[config.mk]
export PLATFORM = sky130hd
export DESIGN_NAME = pipe_seq_ctrl
export DESIGN_NICKNAME = d
export VERILOG_FILES = /design/src/rtl/pipe_seq_pkg.sv /design/src/rtl/pipe_seq_ctrl_sat_cnt.sv /design/src/rtl/pipe_seq_ctrl.sv
export SDC_FILE = /design/constraint.sdc
export NUM_CORES = 1
export LEC_CHECK = 0
export ABC_AREA = 0
export ABC_CLOCK_PERIOD_IN_PS = 3550
export CAP_MARGIN = 20
export CORE_MARGIN = 5
export CORE_UTILIZATION = 42
export DETAILED_ROUTE_END_ITERATION = 10
export PLACE_DENSITY = 0.93
export SETUP_SLACK_MARGIN = 0.1
export SYNTH_ARGS = -nofsm -noshare
export SYNTH_HDL_FRONTEND = slang
export SYNTH_SLANG_ARGS = --single-unit
[constraint.sdc]
create_clock -name clk -period 3.55 [get_ports clk]
set_input_delay 0.71 -clock clk [delete_from_list [all_inputs] [get_ports clk]]
set_output_delay 0.71 -clock clk [all_outputs]
set_load 0.02 [all_outputs]
[src/rtl/pipe_seq_pkg.sv]
// Shared definitions for the pipeline sequencer: state encodings and
// per-stage bit positions within the stage_vld / stage_en vectors.
package pipe_seq_pkg;

    typedef enum logic [1:0] {
        ST_RUN   = 2'd0,
        ST_STALL = 2'd1,
        ST_FLUSH = 2'd2,
        ST_HALT  = 2'd3
    } seq_state_t;

    localparam int STG_IF  = 0;
    localparam int STG_ID  = 1;
    localparam int STG_EX  = 2;
    localparam int STG_MEM = 3;
    localparam int STG_WB  = 4;
    localparam int NUM_STG = 5;

endpackage : pipe_seq_pkg

[src/rtl/pipe_seq_ctrl_sat_cnt.sv]
// Saturating up-counter with synchronous clear (clear wins over enable).
// Used for the stall-length counter and the optional statistics counters.
module pipe_sat_cnt #(
    parameter int W = 8
) (
    input  logic         clk,
    input  logic         rst,
    input  logic         clr,
    input  logic         en,
    output logic [W-1:0] cnt
);

    localparam logic [W-1:0] CNT_MAX = {W{1'b1}};
    localparam logic [W-1:0] CNT_ONE = {{(W-1){1'b0}}, 1'b1};

    logic [W-1:0] cnt_r;

    // Count up while enabled, stick at all-ones, clear on request.
    always_ff @(posedge clk) begin
        if (rst) begin
            cnt_r <= {W{1'b0}};
        end else if (clr) begin
            cnt_r <= {W{1'b0}};
        end else if (en && (cnt_r != CNT_MAX)) begin
            cnt_r <= cnt_r + CNT_ONE;
        end else begin
            cnt_r <= cnt_r;
        end
    end

    assign cnt = cnt_r;

endmodule : pipe_sat_cnt

[src/rtl/pipe_seq_ctrl.sv]
// Five-stage pipeline sequencer: RUN / STALL / FLUSH / HALT.
// Optional statistics counters are built only when PIPE_SEQ_STATS_EN is
// defined; otherwise stall_cycles and flush_events are constant zero.
module pipe_seq_ctrl
    import pipe_seq_pkg::*;
#(
    parameter int STALL_LIMIT = 16,
    parameter int STAT_W      = 16
) (
    input  logic              clk,
    input  logic              rst,
    input  logic              fetch_vld,
    input  logic              freeze_in,
    input  logic              flush_in,
    input  logic              resolved_in,
    input  logic              halt_req,
    output logic [4:0]        stage_vld,
    output logic [4:0]        stage_en,
    output logic              pc_we,
    output logic [1:0]        seq_state,
    output logic              stall_timeout,
    output logic              halt_done,
    output logic [STAT_W-1:0] stall_cycles,
    output logic [STAT_W-1:0] flush_events
);

    // Counter value seen on the last permitted STALL cycle.
    localparam logic [7:0] STALL_LAST = 8'(STALL_LIMIT - 1);

    seq_state_t state_r;
    seq_state_t next_s;
    logic [4:0] stage_vld_r;
    logic [4:0] vld_next_s;
    logic [4:0] stage_en_s;
    logic       pc_we_s;
    logic [7:0] stall_cnt_s;
    logic       stall_en_s;
    logic       stall_clr_s;
    logic       stall_hit_s;

    assign stall_hit_s = (stall_cnt_s == STALL_LAST);

    // Next-state selection with the per-state priority order.
    always_comb begin
        next_s = ST_RUN;
        case (state_r)
            ST_RUN: begin
                if (flush_in)       next_s = ST_FLUSH;
                else if (freeze_in) next_s = ST_STALL;
                else if (halt_req)  next_s = ST_HALT;
                else                next_s = ST_RUN;
            end
            ST_STALL: begin
                if (flush_in)                        next_s = ST_FLUSH;
                else if (stall_hit_s)                next_s = ST_FLUSH;
                else if (resolved_in && !freeze_in)  next_s = ST_RUN;
                else                                 next_s = ST_STALL;
            end
            ST_FLUSH: begin
                if (flush_in) next_s = ST_FLUSH;
                else          next_s = ST_RUN;
            end
            ST_HALT: begin
                if (flush_in)       next_s = ST_FLUSH;
                else if (!halt_req) next_s = ST_RUN;
                else                next_s = ST_HALT;
            end
            default: next_s = ST_RUN;
        endcase
    end

    // Per-state enables, PC strobe and next stage-valid vector.
    always_comb begin
        stage_en_s = 5'b11111;
        pc_we_s    = 1'b0;
        vld_next_s = stage_vld_r;
        case (state_r)
            ST_RUN: begin
                stage_en_s = 5'b11111;
                pc_we_s    = fetch_vld;
                vld_next_s = {stage_vld_r[3:0], fetch_vld};
            end
            ST_STALL: begin
                // IF/ID hold, bubble into EX, MEM/WB drain forward.
                stage_en_s          = 5'b11100;
                pc_we_s             = 1'b0;
                vld_next_s[STG_IF]  = stage_vld_r[STG_IF];
                vld_next_s[STG_ID]  = stage_vld_r[STG_ID];
                vld_next_s[STG_EX]  = 1'b0;
                vld_next_s[STG_MEM] = stage_vld_r[STG_EX];
                vld_next_s[STG_WB]  = stage_vld_r[STG_MEM];
            end
            ST_FLUSH: begin
                // Redirect: squash the front three stages.
                stage_en_s          = 5'b11111;
                pc_we_s             = 1'b1;
                vld_next_s[STG_IF]  = 1'b0;
                vld_next_s[STG_ID]  = 1'b0;
                vld_next_s[STG_EX]  = 1'b0;
                vld_next_s[STG_MEM] = stage_vld_r[STG_EX];
                vld_next_s[STG_WB]  = stage_vld_r[STG_MEM];
            end
            ST_HALT: begin
                stage_en_s = 5'b11111;
                pc_we_s    = 1'b0;
                vld_next_s = {stage_vld_r[3:0], 1'b0};
            end
            default: begin
                stage_en_s = 5'b11111;
                pc_we_s    = 1'b0;
                vld_next_s = 5'b00000;
            end
        endcase
    end

    // Sequencer state and stage-valid shift register.
    always_ff @(posedge clk) begin
        if (rst) begin
            state_r     <= ST_RUN;
            stage_vld_r <= 5'b00000;
        end else begin
            state_r     <= next_s;
            stage_vld_r <= vld_next_s;
        end
    end

    // Stall length counter: runs in STALL, zeroed whenever STALL is left.
    assign stall_en_s  = (state_r == ST_STALL);
    assign stall_clr_s = (next_s != ST_STALL);

    pipe_sat_cnt #(.W(8)) u_stall_cnt (
        .clk (clk),
        .rst (rst),
        .clr (stall_clr_s),
        .en  (stall_en_s),
        .cnt (stall_cnt_s)
    );

`ifdef PIPE_SEQ_STATS_EN
    logic flush_entry_s;
    assign flush_entry_s = (next_s == ST_FLUSH);

    pipe_sat_cnt #(.W(STAT_W)) u_stall_stat (
        .clk (clk),
        .rst (rst),
        .clr (1'b0),
        .en  (stall_en_s),
        .cnt (stall_cycles)
    );

    pipe_sat_cnt #(.W(STAT_W)) u_flush_stat (
        .clk (clk),
        .rst (rst),
        .clr (1'b0),
        .en  (flush_entry_s),
        .cnt (flush_events)
    );
`else
    assign stall_cycles = {STAT_W{1'b0}};
    assign flush_events = {STAT_W{1'b0}};
`endif

    assign stage_vld     = stage_vld_r;
    assign stage_en      = stage_en_s;
    assign pc_we         = pc_we_s;
    assign seq_state     = state_r;
    // Masked during reset so a reset on the limit cycle never reports a timeout.
    assign stall_timeout = (state_r == ST_STALL) && !flush_in && stall_hit_s && !rst;
    assign halt_done     = (state_r == ST_HALT) && (stage_vld_r == 5'b00000);

endmodule : pipe_seq_ctrl

**Run 1: floorplan with the power grid**

The bar under the picture is 20 um long. Pins as bars on the die edge. Tap cells in grey.
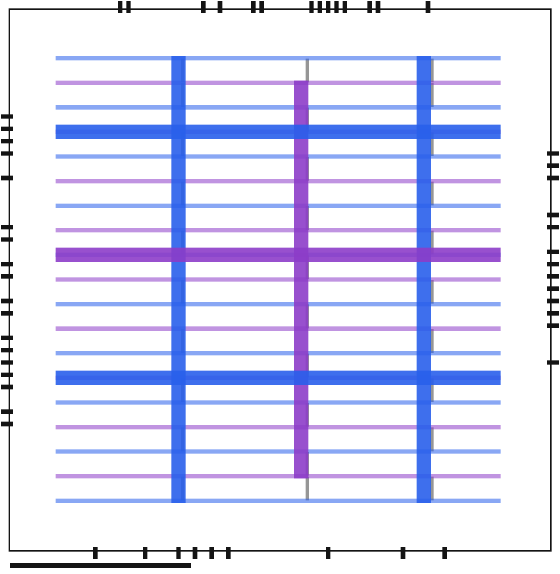
purple -> VDD
blue -> VSS
rows = 18
met1 rails = 19

**Run 1: cells coloured by class**

The bar under the picture is 20 um long.
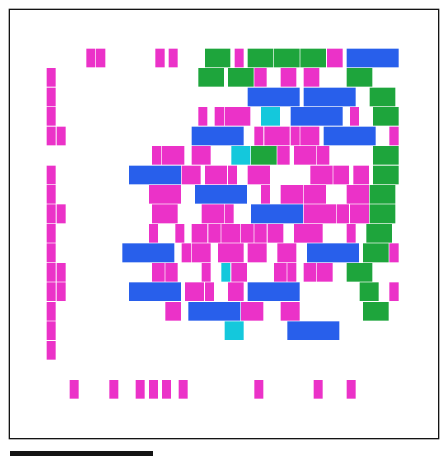
magenta -> remaining logic cells  # cells 100, share of their area 52%
blue -> sequential cells  # cells 15, share of their area 28%
cyan -> clock drivers and dummy loads  # cells 4, share of their area 2.5%
green -> remaining buffers and delay cells  # cells 19, share of their area 18%
final design area excluding fillers: 1106 um2
area of the core region: 2410 um2
final design utilization: 0.4590
floorplan row count: 18

**Run 1: clock network drawn from the DEF**

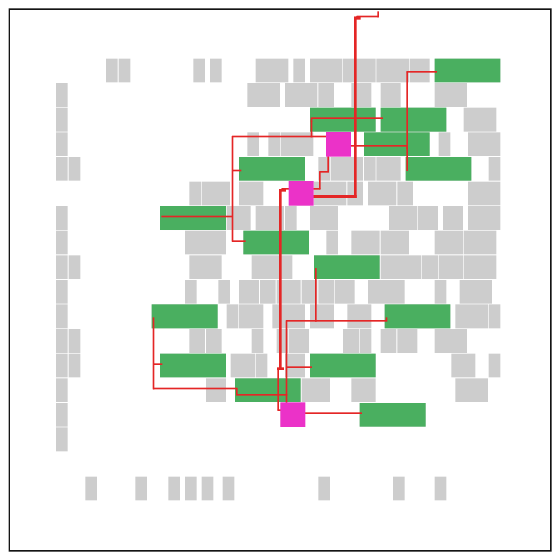
green -> flip-flops  # count 15
red -> clock wires  # length 192 um
magenta -> clock-net drivers  # count 3
routed clock nets = 4

==> results.cfg, run 1 <==
; implementation run metrics
[outcome]
run_status = finished clean

[setup_path]
rr_endpoint = u_stall_cnt.cnt[4]$_SDFFE_PP0P_
crit_start = u_stall_cnt.cnt[4]$_SDFFE_PP0P_
worstPathMaxFanout = 7

[route]
detail_route.first_pass.iterations = 4
postRouteWirelength_mm = 1.772
drc = 0
drt-met1-wl_um = 715
post_drt_via_cell_ratio = 4.506
top_layer_used = met4
wl_met2_um = 851

[place]
place.detailed.hpwl_mm = 1.411
numPlacedInstances = 164
post_dp_cell_area_um2 = 1080

[pwr]
clk-power_uw = 97.1
pwr.group.sequential_uw = 176
post-layout-total-power_uw = 363.8
internal_power_uw = 244.5
switching_share = 0.3278
power.largest_group = registers
p_clk_frac = 0.267

[sta]
setup_viol = 0
postLayoutSetupSlackWorst_ps = 539.1
tns_ps = 0
final-max-slew-violation-count = 0

[synthesis]
syn_avg_cell_area_um2 = 8.512
yosys.stat.chipArea_um2 = 1038
synth.yosys.num_cells = 122
edf_count = 0
yosys.area_share.adder = 0.01205
synthAoiAreaFrac = 0.1193
synth_xor_xnor_area_share = 0.02530
ys_top_logic_family = buffers and inverters
synth-warning-count = 0
post_synth_mux_area_share = 0.01928

[cts]
cts.clk_slew.worst_paths_ps = 90
cts_tree = done
postCtsResizedCells = 0
insertion_delay_ps = 280
clockBufferDepth = 2

[layout]
area_growth_pct = 6.506
largest_register_ffs = 8
layout.nets = 147

[worst_hold_path]
worstHoldStart = stage_vld[2]$_SDFF_PP0_
min_to = stage_vld[3]$_SDFF_PP0_

[global_route]
grt_busiest_layer = met2
grtUsageMet3 = 0.01296
met2_track_demand_over_resource_in_global_routing = 0.1759

[floorplanning]
io_pins = 54
dieArea_um2 = 3567
floorplan.die.width_um = 59.73
run 1: synth_stat cells, types with 2 or more instances:
| library cell | n | area (um2) |
|---|---|---|
| sky130_fd_sc_hd__inv_1 | 4 | 15.01 |
| sky130_fd_sc_hd__nand3_1 | 2 | 10.01 |
| sky130_fd_sc_hd__nor2_1 | 10 | 37.54 |
| sky130_fd_sc_hd__buf_4 | 38 | 285.3 |
| sky130_fd_sc_hd__and3_1 | 2 | 12.51 |
| sky130_fd_sc_hd__dfxtp_1 | 15 | 300.3 |
| sky130_fd_sc_hd__nand2_1 | 2 | 7.510 |
| sky130_fd_sc_hd__mux2i_1 | 2 | 20.02 |
| sky130_fd_sc_hd__a21oi_1 | 3 | 15.01 |
| sky130_fd_sc_hd__nor2b_1 | 2 | 12.51 |
| sky130_fd_sc_hd__xor2_1 | 2 | 17.52 |
| sky130_fd_sc_hd__a311oi_1 | 2 | 17.52 |
| sky130_fd_sc_hd__nor3_1 | 4 | 20.02 |
| sky130_fd_sc_hd__o21ai_0 | 2 | 10.01 |
| sky130_fd_sc_hd__a211oi_1 | 4 | 30.03 |
| sky130_fd_sc_hd__buf_6 | 2 | 22.52 |
| sky130_fd_sc_hd__conb_1 | 2 | 7.510 |
run 1: critical path: stages, from the launching register on:
cell and delay (ps):
sky130_fd_sc_hd__dfxtp_1 360, sky130_fd_sc_hd__or4_1 550, sky130_fd_sc_hd__or3_4 420, sky130_fd_sc_hd__nor2_1 90, sky130_fd_sc_hd__clkdlybuf4s50_1 600
run 1: final cells by class:
| cell class | count | share of cell area |
|---|---|---|
| Tap cell | 30 | 0.03394 |
| Inverter | 4 | 0.01357 |
| Sequential cell | 15 | 0.2715 |
| Timing Repair Buffer | 19 | 0.1697 |
| Multi-Input combinational cell | 96 | 0.4876 |
| Clock buffer | 4 | 0.02376 |
**Run 1: signal wires by layer**

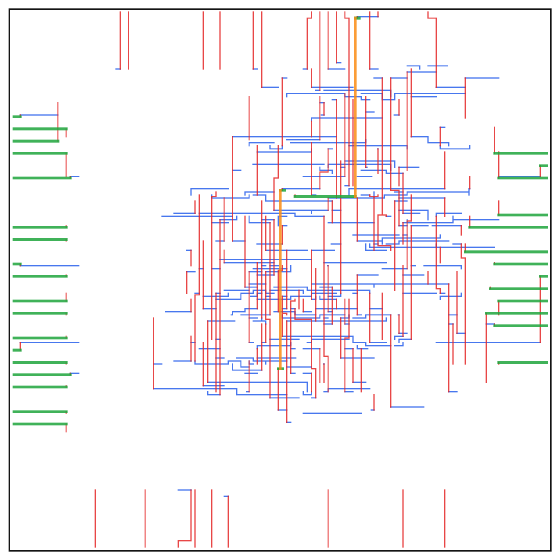

==> run 2: changes to the inputs <==
ABC_CLOCK_PERIOD_IN_PS = 3000   (was 3550)
CORE_UTILIZATION = 39   (was 42)
PLACE_DENSITY = 0.88   (was 0.93)
clock period = 3 ns   (was 3.55 ns; I/O delays follow)
**Run 2: signal wires by layer**

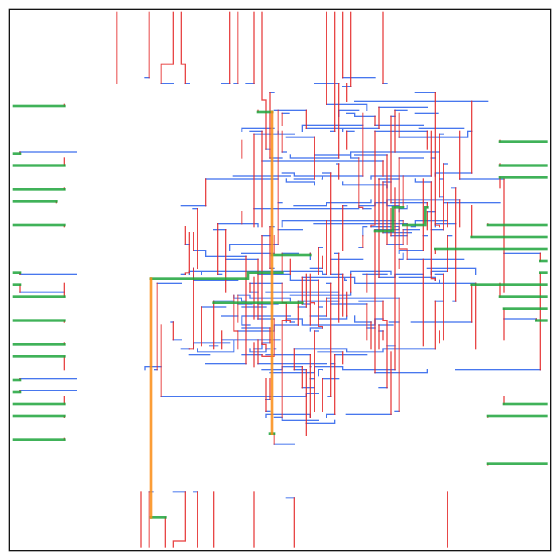
orange -> M4  # wire length 63.9 um
green -> M3  # wire length 199 um
red -> M2  # wire length 898 um
blue -> M1  # wire length 783 um

==> results.cfg, run 2 <==
; implementation run metrics
[floorplanning]
dieArea_um2 = 3795
core.rowCount = 18
floorplan.die.width_um = 61.60
die_height_um = 61.60
coreArea_um2 = 2522
io_pins = 54
fp_util = 0.4117

[pwr]
internal_power_uw = 291.5
power_switching_uw = 144.0
power_density_nw_per_um2 = 388.9
switching_share = 0.3306
clk-power_uw = 116
seq_power_share = 0.473
power.largest_group = registers
pwr.group.sequential_uw = 206
p_leak_uw = 0.0004676
p_clk_frac = 0.267

[global_route]
grt_busiest_layer = met2
grt_start_max_net_pins = 10
grt_pass1_vias = 676
grt_antenna_before_repair = 0
met2_track_demand_over_resource_in_global_routing = 0.1599
grtUsageMet3 = 0.01258

[synthesis]
synth.yosys.num_cells = 122
edf_count = 0
synth-warning-count = 0
ys_async_sr_fraction = 0
syn_inst = 122
yosys.stat.chipArea_um2 = 1038
flop_cell = sky130_fd_sc_hd__dfxtp_1
yosysTopAreaCell = sky130_fd_sc_hd__dfxtp_1
syn_avg_cell_area_um2 = 8.512
top_post_synthesis_cells_by_count = 38 x sky130_fd_sc_hd__buf_4, 15 x sky130_fd_sc_hd__dfxtp_1, 10 x sky130_fd_sc_hd__nor2_1
yosysMostFrequentCell = sky130_fd_sc_hd__buf_4
topCellsByArea = sky130_fd_sc_hd__dfxtp_1 29%, sky130_fd_sc_hd__buf_4 27%, sky130_fd_sc_hd__nor2_1 3.6%
synth.top_cell.area_share = 0.2892

[layout]
lay_top_cells = 35 x sky130_fd_sc_hd__conb_1, 17 x sky130_fd_sc_hd__clkdlybuf4s50_1, 15 x sky130_fd_sc_hd__dfxtp_1, 10 x sky130_fd_sc_hd__nor2_1
area_growth_pct = 7.831
post-route-cell-area_um2 = 1120
layout.cells.most_common = sky130_fd_sc_hd__conb_1
layout.nets = 149
layout-drive-gt1-share = 0.09286
seq_area_um2 = 300.3
largest_register_ffs = 8
logic_area_um2 = 539.3
fill_cells = 254

[cts]
number_of_hold_repair_buffers_added_at_the_cts_stage = 0
postCtsResizedCells = 1
clkSinkCount = 15
cts_tree = done
clockBufferDepth = 2
insertion_delay_ps = 290
clock_tree.htree_level_count = 1
cts.clk_slew.worst_paths_ps = 80

[sta]
postLayoutSetupSlackWorst_ps = 345.8
worst_pin_slew_ps = 486.3
setup_viol = 0
timing.fmax_mhz = 376.8
timing_hold_violations_final = 0
slew-limit-headroom = 0.6674
final-max-slew-violation-count = 0
tns_ps = 0
fin_worst_hold_slack_ps = 483.2

[run]
drv_cap = 0
warnings = 26

[route]
wl_met2_um = 898
post_drt_via_cell_ratio = 4.612
antenna_left = 0
routed-wl-met3_um = 198
top_layer_used = met4
postRouteWirelength_mm = 1.944
drc = 0
detail_route.first_pass.iterations = 4
route.vias.total = 784
drt-met1-wl_um = 783

[place]
place.detailed.hpwl_mm = 1.545
post_dp_cell_area_um2 = 1095

[setup_path]
max_stage_delay_ps = 550
endpoint_kind = output port
cp_cell_sequence = or4_1 > or3_4 > nor2_1 > dlygate4sd2_1
worstPathMaxFanout = 7
arrival_ps = 2050
required_ps = 2400
cpMaxStageDelayCell = sky130_fd_sc_hd__or4_1
worstSetupPathType = flip-flop to output port

[outcome]
run_status = finished clean
**Run 2: cells coloured by class**

The bar under the picture is 20 um long.
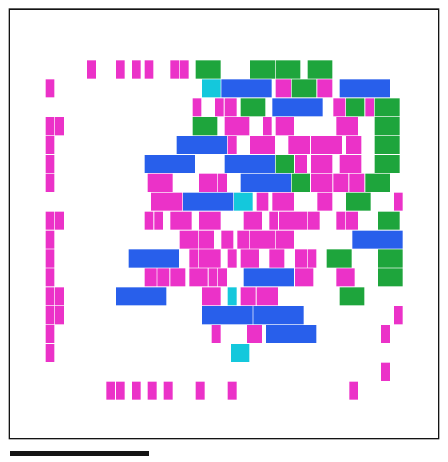
magenta -> remaining logic cells  # cells 100, share of their area 51%
green -> remaining buffers and delay cells  # cells 21, share of their area 19%
cyan -> clock drivers and dummy loads  # cells 4, share of their area 2.4%
blue -> sequential cells  # cells 15, share of their area 28%

-- run 2: worst max-delay path, delay by kind of cell (launching register included) --
kind / cells / cell delay (ps)
AND/OR/NAND/NOR: 3 / 1070
flip-flops: 1 / 370
buffers and inverters: 1 / 340
-- run 2: kinds of logic (layout without fill, tap and decap cells) --
group | after synthesis | count (layout) | synth area share
compound gates | 17 | 17 | 0.1193
xor+xnor | 3 | 3 | 0.02531
fa+ha+maj | 1 | 1 | 0.01205
buf+inv | 44 | 29 | 0.3108
flops | 15 | 15 | 0.2892
mux | 2 | 2 | 0.01928
other cells | 2 | 35 | 0.007232
simple gates | 38 | 38 | 0.2169
-- run 2: worst paths after layout --
path / end / cells past startpoint / slack, ps / startpoint
min: stage_vld[3]$_SDFF_PP0_ / 1 / 480 / stage_vld[2]$_SDFF_PP0_
max reg2reg: u_stall_cnt.cnt[1]$_SDFFE_PP0P_ / 4 / 1260 / u_stall_cnt.cnt[4]$_SDFFE_PP0P_
min reg2reg: stage_vld[3]$_SDFF_PP0_ / 1 / 480 / stage_vld[2]$_SDFF_PP0_
max: stall_timeout / 4 / 350 / u_stall_cnt.cnt[4]$_SDFFE_PP0P_
-- run 2: layout make-up --
type | instances | area share
Clock buffer | 4 | 0.02346
Multi-Input combinational cell | 96 | 0.4816
Tap cell | 30 | 0.03352
Inverter | 4 | 0.01341
Sequential cell | 15 | 0.2682
Timing Repair Buffer | 21 | 0.1799
-- run 2: stage by stage --
step | power [uW] | util | cells
6_report | 435.5 | 0.4439 | 170
5_1_grt | 459.4 | 0.4439 | 170
4_1_cts | 441.9 | 0.4439 | 170
3_5_place_dp | 322.6 | 0.4340 | 166
3_3_place_gp | 321.4 | 0.4340 | 166
2_1_floorplan | 327.2 | - | 155
==> run 3: changes to the inputs <==
SLEW_MARGIN = 5   (was not set)
**Run 3: floorplan with the power grid**

The bar under the picture is 20 um long. Pins as bars on the die edge. Tap cells in grey.
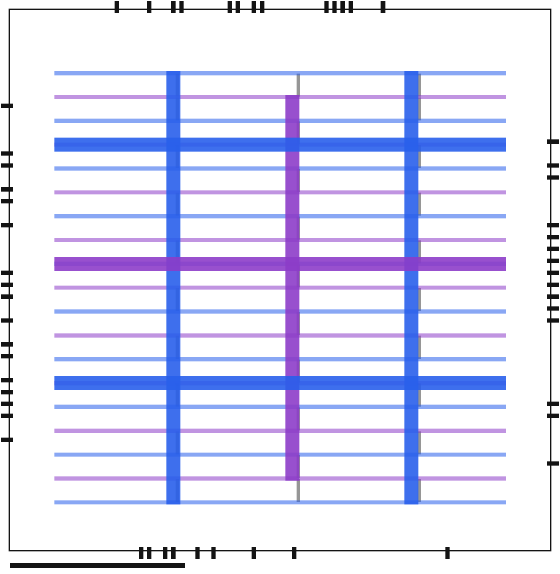
purple -> VDD
blue -> VSS
met1 rails = 19
met5 straps = 3
tap cells = 30
area of the core region: 2522 um2
worst voltage drop across the vdd grid: 0.0002021 V
die height: 61.60 um
overall die width: 61.60 um

**Run 3: clock network drawn from the DEF**

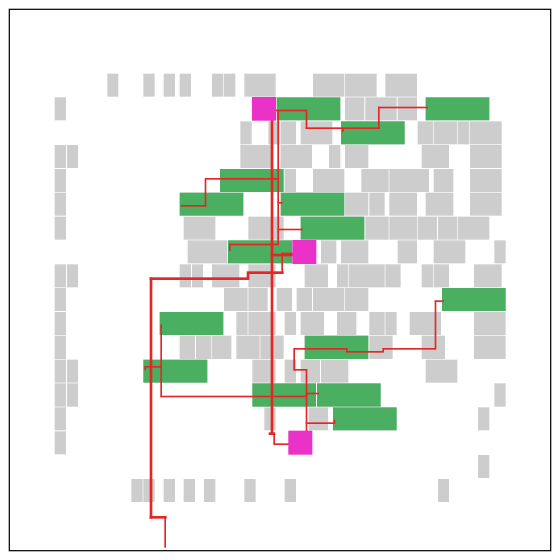
red -> clock wires  # length 227 um
magenta -> clock-net drivers  # count 3
green -> flip-flops  # count 15
routed clock nets = 4

==> results.cfg, run 3 <==
; implementation run metrics
[outcome]
run_status = finished clean

[setup_path]
arrival_ps = 2050
max_stage_delay_ps = 550
endpoint_kind = output port
worstReg2RegStart = u_stall_cnt.cnt[4]$_SDFFE_PP0P_
cp_cell_sequence = or4_1 > or3_4 > nor2_1 > dlygate4sd2_1
critPathBufInv = 1
worstPathMaxFanout = 7
crit_start = u_stall_cnt.cnt[4]$_SDFFE_PP0P_
worstSetupPathType = flip-flop to output port
required_ps = 2400

[sta]
timing_hold_violations_final = 0
setup_viol = 0
slew-limit-headroom = 0.6674
tns_ps = 0
postLayoutSetupSlackWorst_ps = 345.8
timing.fmax_mhz = 376.8
worst_pin_slew_ps = 486.3

[cts]
cts.clk_slew.worst_paths_ps = 80
clkSinkCount = 15
cts_made_buffers = 3
insertion_delay_ps = 290
number_of_hold_repair_buffers_added_at_the_cts_stage = 0
clockBufferDepth = 2
clock_tree.htree_level_count = 1
cts_tree = done

[synthesis]
flop_cell = sky130_fd_sc_hd__dfxtp_1
synth.top_cell.area_share = 0.2892
yosysTopAreaCell = sky130_fd_sc_hd__dfxtp_1
yosys.stat.chipArea_um2 = 1038
topCellsByArea = sky130_fd_sc_hd__dfxtp_1 29%, sky130_fd_sc_hd__buf_4 27%, sky130_fd_sc_hd__nor2_1 3.6%
synth-warning-count = 0
synth.yosys.num_cells = 122
syn_inst = 122
ys_async_sr_fraction = 0
syn_avg_cell_area_um2 = 8.512
yosysMostFrequentCell = sky130_fd_sc_hd__buf_4

[layout]
utilization = 0.4439
layout.cells.most_common = sky130_fd_sc_hd__conb_1
final-instance-count-excl-fill = 170
layout.nets = 149
area_growth_pct = 7.831
lay_top_cells = 35 x sky130_fd_sc_hd__conb_1, 17 x sky130_fd_sc_hd__clkdlybuf4s50_1, 15 x sky130_fd_sc_hd__dfxtp_1, 10 x sky130_fd_sc_hd__nor2_1
layout-drive-gt1-share = 0.09286

[pwr]
power_density_nw_per_um2 = 388.9
seq_power_share = 0.473
post-layout-total-power_uw = 435.5
switching_share = 0.3306
power_switching_uw = 144.0
p_leak_uw = 0.0004676
p_clk_frac = 0.267
internal_power_uw = 291.5

[floorplanning]
dieArea_um2 = 3795
core.rowCount = 18
io_pins = 54
fp_util = 0.4117

[run]
warnings = 26
drv_cap = 0

[route]
detail_route.first_pass.iterations = 4
drc = 0
postRouteWirelength_mm = 1.944
antenna_left = 0
route.vias.total = 784
post_drt_via_cell_ratio = 4.612

[place]
numPlacedInstances = 166
place.detailed.hpwl_mm = 1.545

[global_route]
grt_antenna_before_repair = 0
grt_start_max_net_pins = 10
grt_pass1_vias = 676
[run 3: kinds of logic after synthesis]
kind of cell	Yosys count	synth area share
AOI/OAI and AO/OA	17	0.1193
xor gates and xnor gates	3	0.02531
adders and majority gates	1	0.01205
buffers and inverters	44	0.3108
DFF	15	0.2892
muxes	2	0.01928
other	2	0.007232
and+or+nand+nor	38	0.2169
[run 3: worst paths after layout]
check | end | slack [ps] | depth (start not counted)
setup / recovery | stall_timeout | 350 | 4
hold reg to reg | stage_vld[3]$_SDFF_PP0_ | 480 | 1
hold / removal | stage_vld[3]$_SDFF_PP0_ | 480 | 1
setup reg to reg | u_stall_cnt.cnt[1]$_SDFFE_PP0P_ | 1260 | 4
[run 3: stage by stage]
stage               hold WS (ps)  instance area, um2
floorplan                  457.3                1162
finish                     483.2                1120
CTS                        486.2                1120
global route               514.5                1120
detailed placement         473.7                1095
global placement           471.8                1095
[run 3: cell type report]
cell class,count,area [um2]
clock buffers,4,26.28
fillers,254,1403
repair buffers,21,201.4
multi-input cells,96,539.3
inverters,4,15.01
well taps,30,37.54
flip-flops and latches,15,300.3
[run 3: power by group through the flow]
stage / clock [uW] / combinational [uW] / sequential, uW
floorplan: 0 / 111 / 216
detailed placement: 0 / 112 / 211
CTS: 124 / 112 / 206
global route: 132 / 120 / 207
finish: 116 / 113 / 206
global placement: 0 / 111 / 211
[run 3: per-layer routing]
metal | track usage | vias to the layer above | routed length (um)
li1 | - | 387 | -
met1 | 0.1156 | 349 | 783
met2 | 0.1599 | 43 | 898
met3 | 0.01258 | 5 | 198
met4 | 0.09394 | 0 | 63
met5 | 0 | - | 0
[run 3: timing repair]
item	CTS	global route
buffers inserted	0	0
setup endpoints to repair	1	0
gates resized	1	0

==> layout pictures side by side <==
Congestion heat map.
picture 1
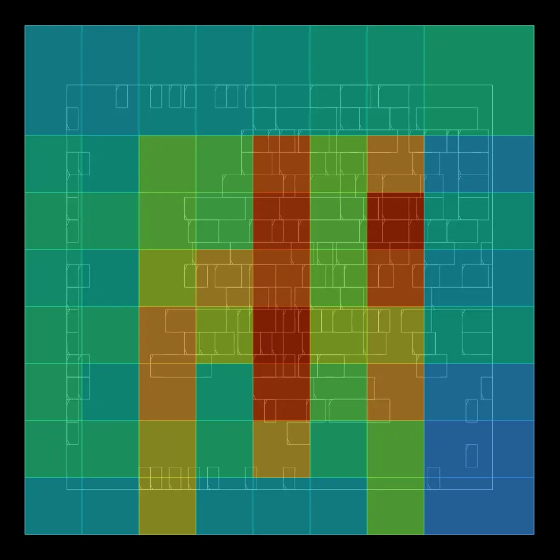
picture 2
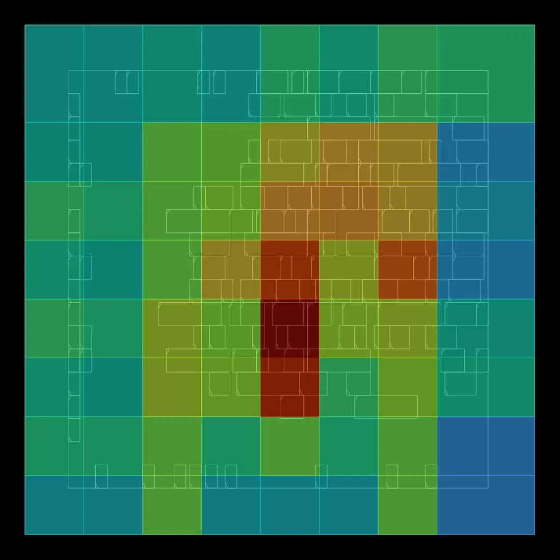
- picture 2 = run 1
- picture 1 = run 3

Power figures rest on the tool's default switching activity, not on a simulated workload.
